==> config.mk <==
export PLATFORM = sky130hd
export DESIGN_NAME = deserializer_out
export DESIGN_NICKNAME = d
export VERILOG_FILES = /design/src/rtl/deserializer_out.sv
export SDC_FILE = /design/constraint.sdc
export NUM_CORES = 1
export LEC_CHECK = 0
export CORE_MARGIN = 4
export CORE_UTILIZATION = 30
export CTS_CLUSTER_DIAMETER = 200
export DETAILED_ROUTE_END_ITERATION = 12
export PLACE_DENSITY = 0.53
export SLEW_MARGIN = 20
export SYNTH_ARGS = -nofsm -noshare
export SYNTH_HDL_FRONTEND = slang
export SYNTH_SLANG_ARGS = --single-unit
==> constraint.sdc <==
create_clock -name clk_i -period 3.7 [get_ports clk_i]
set_input_delay 0.74 -clock clk_i [delete_from_list [all_inputs] [get_ports clk_i]]
set_output_delay 0.74 -clock clk_i [all_outputs]
set_load 0.01 [all_outputs]
==> src/rtl/deserializer_out.sv <==
// Serial symbol receiver: hunts for the comma symbol to find 9-bit symbol
// alignment, confirms it over several consecutive commas, then reassembles
// COMMA, B0..B(N-1) frames into a zero-padded 32-bit word.
module deserializer_out #(
    parameter logic [7:0] COMMA       = 8'h3C,
    parameter int         NUM_BYTES   = 3,
    parameter int         LOCK_COMMAS = 2
) (
    input  logic        clk_i,
    input  logic        rst_i,
    input  logic        data_i,
    input  logic        bit_vld_i,
    output logic [31:0] data_o,
    output logic        valid_o,
    output logic        lock_o,
    output logic        err_o
);

    typedef enum logic [1:0] {
        ST_HUNT,
        ST_ALIGN,
        ST_LOCKED
    } state_t;

    localparam logic [8:0] COMMA_SYM = {1'b1, COMMA};
    localparam logic [3:0] LOCK_N    = 4'(LOCK_COMMAS);
    localparam logic [1:0] LAST_IDX  = 2'(NUM_BYTES - 1);

    state_t          state_q;
    logic [8:0]      shreg_q;
    logic [8:0]      shreg_d;
    logic [3:0]      bit_cnt_q;
    logic [3:0]      comma_cnt_q;
    logic [1:0]      byte_idx_q;
    logic [3:0][7:0] lanes_q;
    logic [3:0][7:0] lanes_new;
    logic [31:0]     word_d;
    logic [31:0]     data_q;
    logic            valid_q;
    logic            lock_q;
    logic            err_q;
    logic            is_comma;
    logic            sym_done;

    assign shreg_d  = {shreg_q[7:0], data_i};
    assign is_comma = (shreg_d == COMMA_SYM);
    assign sym_done = (bit_cnt_q == 4'd8);

    // Word that would be published if the current symbol is the last data byte.
    always_comb begin
        // NOTE: every combinational output gets a default first so no path leaves it unassigned (no latch).
        lanes_new             = lanes_q;
        lanes_new[byte_idx_q] = shreg_d[7:0];
        word_d                = '0;
        for (int i = 0; i < NUM_BYTES; i++) begin
            word_d[8*i +: 8] = lanes_new[i];
        end
    end

    // Alignment FSM, symbol decode and registered outputs.
    always_ff @(posedge clk_i or posedge rst_i) begin
        if (rst_i) begin
            // NOTE: the byte lanes are a handful of flops, so they are reset along with the rest of the state.
            state_q     <= ST_HUNT;
            shreg_q     <= '0;
            bit_cnt_q   <= '0;
            comma_cnt_q <= '0;
            byte_idx_q  <= '0;
            lanes_q     <= '0;
            data_q      <= '0;
            valid_q     <= 1'b0;
            lock_q      <= 1'b0;
            err_q       <= 1'b0;
        end else begin
            // NOTE: sequential state uses non-blocking assignment so every register samples pre-edge values.
            valid_q <= 1'b0;
            err_q   <= 1'b0;
            if (bit_vld_i) begin
                shreg_q <= shreg_d;
                case (state_q)
                    ST_HUNT: begin
                        if (is_comma) begin
                            bit_cnt_q   <= '0;
                            comma_cnt_q <= 4'd1;
                            byte_idx_q  <= '0;
                            if (LOCK_COMMAS == 1) begin
                                state_q <= ST_LOCKED;
                                lock_q  <= 1'b1;
                            end else begin
                                state_q <= ST_ALIGN;
                            end
                        end
                    end
                    ST_ALIGN: begin
                        if (sym_done) begin
                            bit_cnt_q <= '0;
                            if (is_comma) begin
                                comma_cnt_q <= comma_cnt_q + 4'd1;
                                if (comma_cnt_q + 4'd1 == LOCK_N) begin
                                    state_q    <= ST_LOCKED;
                                    lock_q     <= 1'b1;
                                    byte_idx_q <= '0;
                                end
                            end else begin
                                state_q     <= ST_HUNT;
                                comma_cnt_q <= '0;
                            end
                        end else begin
                            bit_cnt_q <= bit_cnt_q + 4'd1;
                        end
                    end
                    ST_LOCKED: begin
                        if (sym_done) begin
                            bit_cnt_q <= '0;
                            if (!shreg_d[8]) begin
                                // Data symbol: collect, publish on the last lane.
                                lanes_q[byte_idx_q] <= shreg_d[7:0];
                                if (byte_idx_q == LAST_IDX) begin
                                    data_q     <= word_d;
                                    valid_q    <= 1'b1;
                                    byte_idx_q <= '0;
                                end else begin
                                    byte_idx_q <= byte_idx_q + 2'd1;
                                end
                            end else if (is_comma) begin
                                // Comma mid-frame truncates it and starts a new frame.
                                if (byte_idx_q != '0) begin
                                    err_q      <= 1'b1;
                                    byte_idx_q <= '0;
                                end
                            end else begin
                                // Unknown control symbol: alignment is no longer trusted.
                                err_q       <= 1'b1;
                                state_q     <= ST_HUNT;
                                lock_q      <= 1'b0;
                                comma_cnt_q <= '0;
                                byte_idx_q  <= '0;
                                shreg_q     <= '0;
                            end
                        end else begin
                            bit_cnt_q <= bit_cnt_q + 4'd1;
                        end
                    end
                    default: begin
                        state_q <= ST_HUNT;
                        lock_q  <= 1'b0;
                    end
                endcase
            end
        end
    end

    assign data_o  = data_q;
    assign valid_o = valid_q;
    assign lock_o  = lock_q;
    assign err_o   = err_q;

endmodule

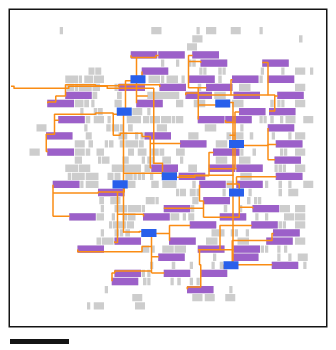
Fig. 1. Clock distribution (run 1).
The bar under the picture is 20 µm long.
[blue] clock-net drivers | count: 9
[orange] clock wires | length: 919 µm
[purple] flip-flops | count: 63
routed clock nets	10
Layout Skew: 0.00492 ns
worst skew pair latency: 0.34 ns
power share of the clock group: 0.283
Clk. pwr: 601 µW

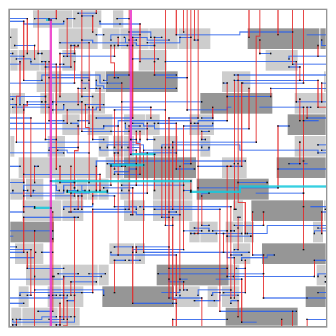
Fig. 2. A small window of the routed layout (run 1).
Region (33, 33) to (73, 73) µm. Cells in grey, sequential cells in the stronger grey; small squares are vias.
colour	layer
blue	M1
magenta	M4
cyan	M3
red	M2
sequential cells in the window	13
netlist names of flops here include	`shreg_q` (8), `lanes_q` (3)
cells with their middle in the window	91
most frequent	dfrtp_1 (13), nand2_1 (12), inv_1 (10)

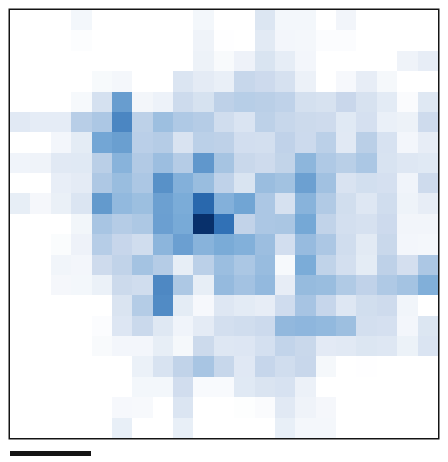
Fig. 3. Routed metal per tile (run 1).
The bar under the picture is 20 µm long. The die is cut into 21 by 21 equal tiles; white is low, dark blue is high, scaled to the fullest tile. Values are wire area over tile area, all layers added.
tiles over half the peak	4.3%
mean over tiles	0.080
densest ninth of the die	middle
nearly empty tiles	31%
fullest tile	0.51
wire per inst: 12.7 µm
total number of vias: 2046

==> flow_metrics.tcl, run 1 <==
# yosys + openroad results
set metrics [dict create \
    p_seq_frac 0.456 \
    logic_family "simple AND/OR/NAND/NOR gates" \
    fin_cells 454 \
    cts.sinks 63 \
    synth_cell_types 43 \
    cp_max_fo 6 \
    cts_buffer_depth 2 \
    p_seq_uw 969 \
    grt_pass1_vias 2082 \
    ys_cells 283 \
    die_x_um 106 \
    sw_frac_of_total 0.332 \
    dr.max_layer_used "met4" \
    layout.nets 332 \
    openroad.warnings 31 \
    cp_data_arrival_time_ns 2.94 \
    synth_cells 283 \
    ys.flops 63 \
    r2r_cells 6 \
    cts-root-buf "clkbuf_8" \
    setup_viol 0 \
    chip_area_um2 11300 \
    tightest_slew_ns 0.709 \
    regToRegEndpoint "lanes_q[9]" \
    dp.cells 438 \
    required_ns 3.97 \
    hold_viol_final 0 \
    grt_setup_unrepaired "false" \
    cts_tree "yes" \
    via_per_inst 4.51 \
    die_y_um 106 \
    endpoint "byte_idx_q[0]" \
    fin_util 0.377 \
    ant_nets 0 \
    p_int_uw 1420 \
    async_flop_share 1.00 \
    crit_path_end_kind "flip-flop" \
    fin_area_um2 3520 \
    r2r-start "state_q[0]" \
    drv_slew 0 \
    hold_path_end "data_o[7]" \
    flop_cell "dfrtp_1" \
    cts-resized-gates 0 \
    io_pins 39 \
    met1_length_um 2840 \
    synthAoiAreaFrac 0.102 \
    area_growth_pct 21.6 \
    wl_met3_um 249 \
    hold_class "flip-flop to flip-flop" \
    edf_count 0 \
    drc 0 \
    dr_wl_met2_um 2550 \
    totalWireLength_um 5760 \
    outcome "complete, no violations" \
    pwr-share-comb 0.261 \
    hold_start "lanes_q[7]" \
    power_combinational_uw 554 \
    start_kind "input port" \
    syn_area_per_cell_um2 10.2 \
    grt_use_total 0.112 \
    simple_gate_area_frac 0.190 \
    synth_area_um2 2900 \
    period_used_share 0.723 \
    ys_seq_share 0.545 \
    fin_ws_ns 1.03 \
    ys_area_um2 2900 \
    gp_congestion 0.749 \
    slew_headroom 0.525 \
    h-tree-depth 3 \
]
==> run 1: kinds of logic (layout without fill, tap and decap cells) <==
| family | Yosys count | after routing |
|---|---|---|
| flops | 63 | 63 |
| mux | 19 | 19 |
| fa+ha+maj | 8 | 8 |
| simple gates | 120 | 120 |
| compound gates | 39 | 39 |
| other cells | 1 | 8 |
| buf+inv | 33 | 68 |
==> run 1: Yosys cell counts, types with 2 or more instances <==
| cell type | n | area, µm² |
|---|---|---|
| clkbuf_1 | 5 | 18.8 |
| nor3_2 | 2 | 20.0 |
| buf_4 | 8 | 60.1 |
| nor2_1 | 5 | 18.8 |
| o2bb2ai_1 | 3 | 26.3 |
| nand2b_1 | 2 | 12.5 |
| o22ai_1 | 6 | 37.5 |
| nand2_1 | 89 | 334 |
| buf_2 | 2 | 10.0 |
| mux2_2 | 18 | 203 |
| dfrtp_1 | 63 | 1580 |
| nor3_1 | 3 | 15.0 |
| a211oi_1 | 3 | 22.5 |
| o32a_1 | 2 | 20.0 |
| or4b_4 | 2 | 27.5 |
| inv_1 | 17 | 63.8 |
| and3_1 | 2 | 12.5 |
| a32o_1 | 2 | 20.0 |
| nor4b_1 | 2 | 17.5 |
| o21ai_0 | 6 | 30.0 |
| a21oi_1 | 5 | 25.0 |
| ha_1 | 8 | 100 |
| o31ai_1 | 4 | 30.0 |
| nand3_1 | 3 | 15.0 |
| nand3b_1 | 3 | 22.5 |
==> run 1: layout make-up <==
class / count / area, µm²
Tap cell: 129 / 161
Clock inverter: 7 / 72.6
Fill cell: 948 / 5810
Sequential cell: 63 / 1580
Timing Repair Buffer: 34 / 330
Clock buffer: 9 / 124
Multi-Input combinational cell: 194 / 1190
Inverter: 18 / 67.6
==> run 1: layer usage <==
metal  track usage  up-vias
met5             0        -
met4        0.0527        0
li1              -     1017
met2         0.168       36
met1         0.153      982
met3        0.0261       11
==> run 1: layout by cell type, fill, tap and decap left out, types with 2 or more instances in the layout <==
cell type        netlist  final
nand2_1               89     89
dfrtp_1               63     63
clkdlybuf4s50_1        0     30
mux2_2                18     18
inv_1                 17     16
clkbuf_8               0      9
ha_1                   8      8
conb_1                 1      8
o22ai_1                6      6
o21ai_0                6      6
nor2_1                 5      5
a21oi_1                5      5
o31ai_1                4      4
buf_4                  8      4
nand3b_1               3      3
o2bb2ai_1              3      3
a211oi_1               3      3
nand3_1                3      3
nor3_1                 3      3
inv_2                  1      2
nor3_2                 2      2
or4b_4                 2      2
nor4b_1                2      2
nand2b_1               2      2
and3_1                 2      2
a32o_1                 2      2
o32a_1                 2      2
clkinvlp_4             0      2
clkinv_2               0      2
==> run 1: worst max-delay path, stage by stage <==
cell,delay (ns)
clkdlybuf4s50_1,0.53
or4b_4,0.57
o32ai_4,0.31
o211ai_2,0.13
or4b_4,0.53
mux2i_1,0.14
==> run 1: state kept, by name, indices dropped and copies added, names as in the netlist <==
register     flops
data_o          24
lanes_q         16
shreg_q          8
bit_cnt_q        4
comma_cnt_q      4
byte_idx_q       2
state_q          2
err_o            1
lock_o           1
valid_o          1
==> run 2, diff against run 1 <==
Clock period 3.7 ns to 2.65 ns, I/O delays scaled along.
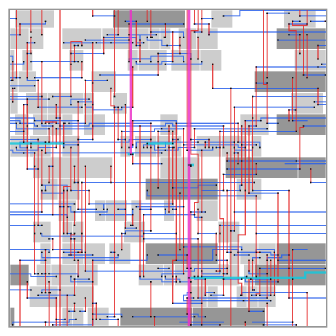
Fig. 4. A small window of the routed layout (run 2).
Region (33, 33) to (73, 73) µm. Cells in grey, sequential cells in the stronger grey; small squares are vias.
colour	layer
magenta	M4
red	M2
cyan	M3
blue	M1
most frequent	buf_4 (12), inv_1 (11), dfrtp_1 (11)
netlist names of flops here include	`shreg_q` (7), `lanes_q` (3)
sequential cells in the window	11
cells with their middle in the window	96

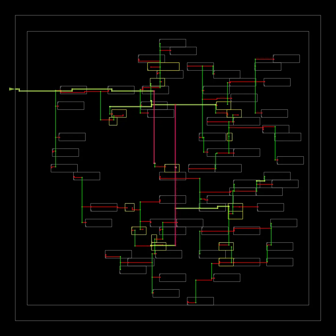
Fig. 5. Clock nets (run 2).
Clk. pwr: 854 µW
CTS Buf Count: 9
clk_buf instances: 11

==> flow_metrics.tcl, run 2 <==
# yosys + openroad results
set metrics [dict create \
    hold_class "flip-flop to flip-flop" \
    start_kind "input port" \
    simple_gate_area_frac 0.190 \
    synthAoiAreaFrac 0.102 \
    fp.coreArea_um2 9330 \
    die_y_um 106 \
    cts_tree "yes" \
    finClkSkew_ns 0.00996 \
    drc 0 \
    area_growth_pct 26.8 \
    yosys-top-cells-area "dfrtp_1 (54%), nand2_1 (12%), mux2_2 (7.0%), ha_1 (3.5%), inv_1 (2.2%)" \
    avgRoutedWirePerCell_um 12.7 \
    lay_top_cells "nand2_1 (89), dfrtp_1 (63), clkdlybuf4s50_1 (30)" \
    synth_area_um2 2900 \
    async_flop_share 1.00 \
    io_pins 39 \
    overflow 0 \
    yosysTopAreaCell "dfrtp_1" \
    outcome "complete, no violations" \
    ant_nets 0 \
    setup_viol 0 \
    regToRegEndpoint "data_o[23]" \
    cap_viol_max_count 0 \
    cts.sinks 63 \
    grt_max_degree 29 \
    grt_setup_unrepaired "false" \
    logic_family "simple AND/OR/NAND/NOR gates" \
    synth-xor-area-share 0 \
    h-tree-depth 3 \
    cts_buffer_depth 2 \
    ys_cells 283 \
    flop_cell "dfrtp_1" \
    via_per_inst 4.49 \
    rows 35 \
    ys_seq_share 0.545 \
    regArea_um2 1580 \
    slew_headroom 0.599 \
    p_leak_uw 0.00175 \
    drv_slew 0 \
    period_minus_slack_ns 2.39 \
    die_x_um 106 \
    r2r_cells 8 \
    cp_max_fo 3 \
    gp_congestion 0.768 \
    max_freq_ghz 0.418 \
    hold_start "lanes_q[13]" \
    ys_area_um2 2900 \
    openroad.warnings 31 \
    period_used_share 0.903 \
    syn_area_per_cell_um2 10.2 \
    clk_pin_slew_ns 0.07 \
    hold_viol_final 0 \
    synth_cells 283 \
    grt_pass1_wl_um 10500 \
    r2r-start "state_q[0]" \
    common_cells "nand2_1 (89), dfrtp_1 (63), mux2_2 (18)" \
    crit_path_end_kind "flip-flop" \
    first_pass_iters 4 \
    via_count 2107 \
    dpl.hpwl_um 4290 \
    post_dp_cell_area_um2 3460 \
    cts-root-buf "clkbuf_8" \
    synth.most_common_cell "nand2_1" \
    chip_area_um2 11300 \
    largest_register_ffs 24 \
    layout.nets 347 \
    cts-resized-gates 0 \
    totalWireLength_um 5980 \
    tightest_slew_ns 0.601 \
    edf_count 0 \
    fin_tns_setup_ns 0 \
    grt_use_total 0.118 \
    grt_pass1_vias 2166 \
    cp_data_arrival_time_ns 2.64 \
    fill_cells 941 \
    ys.flops 63 \
    lay_top_count "nand2_1" \
    fin_area_um2 3670 \
    fp_util 0.310 \
    clkLatencyLatePin_ns 0.34 \
    hold_path_end "data_o[13]" \
    required_ns 2.90 \
    logic_area_um2 1190 \
    synth_top_area_share 0.545 \
    synth_cell_types 43 \
]
-- run 2: cell count changes in the layout (fill, tap and decap cells not counted) --
| cell | previous run | this run |
|---|---|---|
| buf_4 | 4 | 17 |
| buf_12 | 0 | 2 |
| clkbuf_8 | 9 | 11 |
| clkinvlp_4 | 2 | 1 |
| inv_6 | 1 | 0 |
-- run 2: how the worst max path moves through the flow --
stage,start,endpoint,depth (start not counted),slack (ns)
after global placement,data_i,byte_idx_q[1],6,-0.06
after detailed placement,data_i,byte_idx_q[0],6,-0.07
after global routing,state_q[0],data_o[19],8,0.12
after CTS,data_i,byte_idx_q[0],6,0.27
final,data_i,byte_idx_q[0],6,0.26
after floorplan,state_q[0],data_o[17],10,0.43
-- run 2: area by class of cell --
type | instances | share of cell area
inverters | 18 | 0.0184
flip-flops and latches | 63 | 0.430
repair buffers | 49 | 0.128
well taps | 129 | 0.0440
clock inverters | 5 | 0.0153
multi-input cells | 194 | 0.324
clock buffers | 11 | 0.0413
-- run 2: cells by family after synthesis --
kind of cell	after synthesis
AND/OR/NAND/NOR	120
flip-flops	63
AND-OR/OR-AND	39
buffers and inverters	33
multiplexers	19
adder cells (fa/ha/maj)	8
other	1
-- run 2: metal layers --
metal,wire (µm),GRT usage,part of all wire
met5,0,0,0
met4,74,0.0333,0.012
met2,2820,0.189,0.47
met1,2830,0.150,0.47
met3,258,0.0419,0.043
-- run 2: through the flow --
stage                     setup WS (ns)  utilization  cells  hold WS [ns]
final                             0.257        0.393    469         0.469
after global routing              0.119        0.393    469         0.492
after CTS                         0.272        0.393    469         0.474
after detailed placement        -0.0740        0.371    453         0.454
after global placement          -0.0573        0.371    453         0.448
after floorplan                   0.435            -    290         0.435
-- run 2: critical path, stage by stage --
cell             delay (ns)
clkdlybuf4s50_1        0.46
or4b_4                 0.53
o32ai_4                0.31
o211ai_2               0.13
or4b_4                 0.53
mux2i_1                0.15
-- run 2: where the power goes --
part	internal [µW]	switching [µW]	leakage [µW]
clock network	484	371	0.000105
logic	417	426	0.000793
registers	1180	177	0.000851
No activity file was given, so power comes from the tool's default toggle rates.
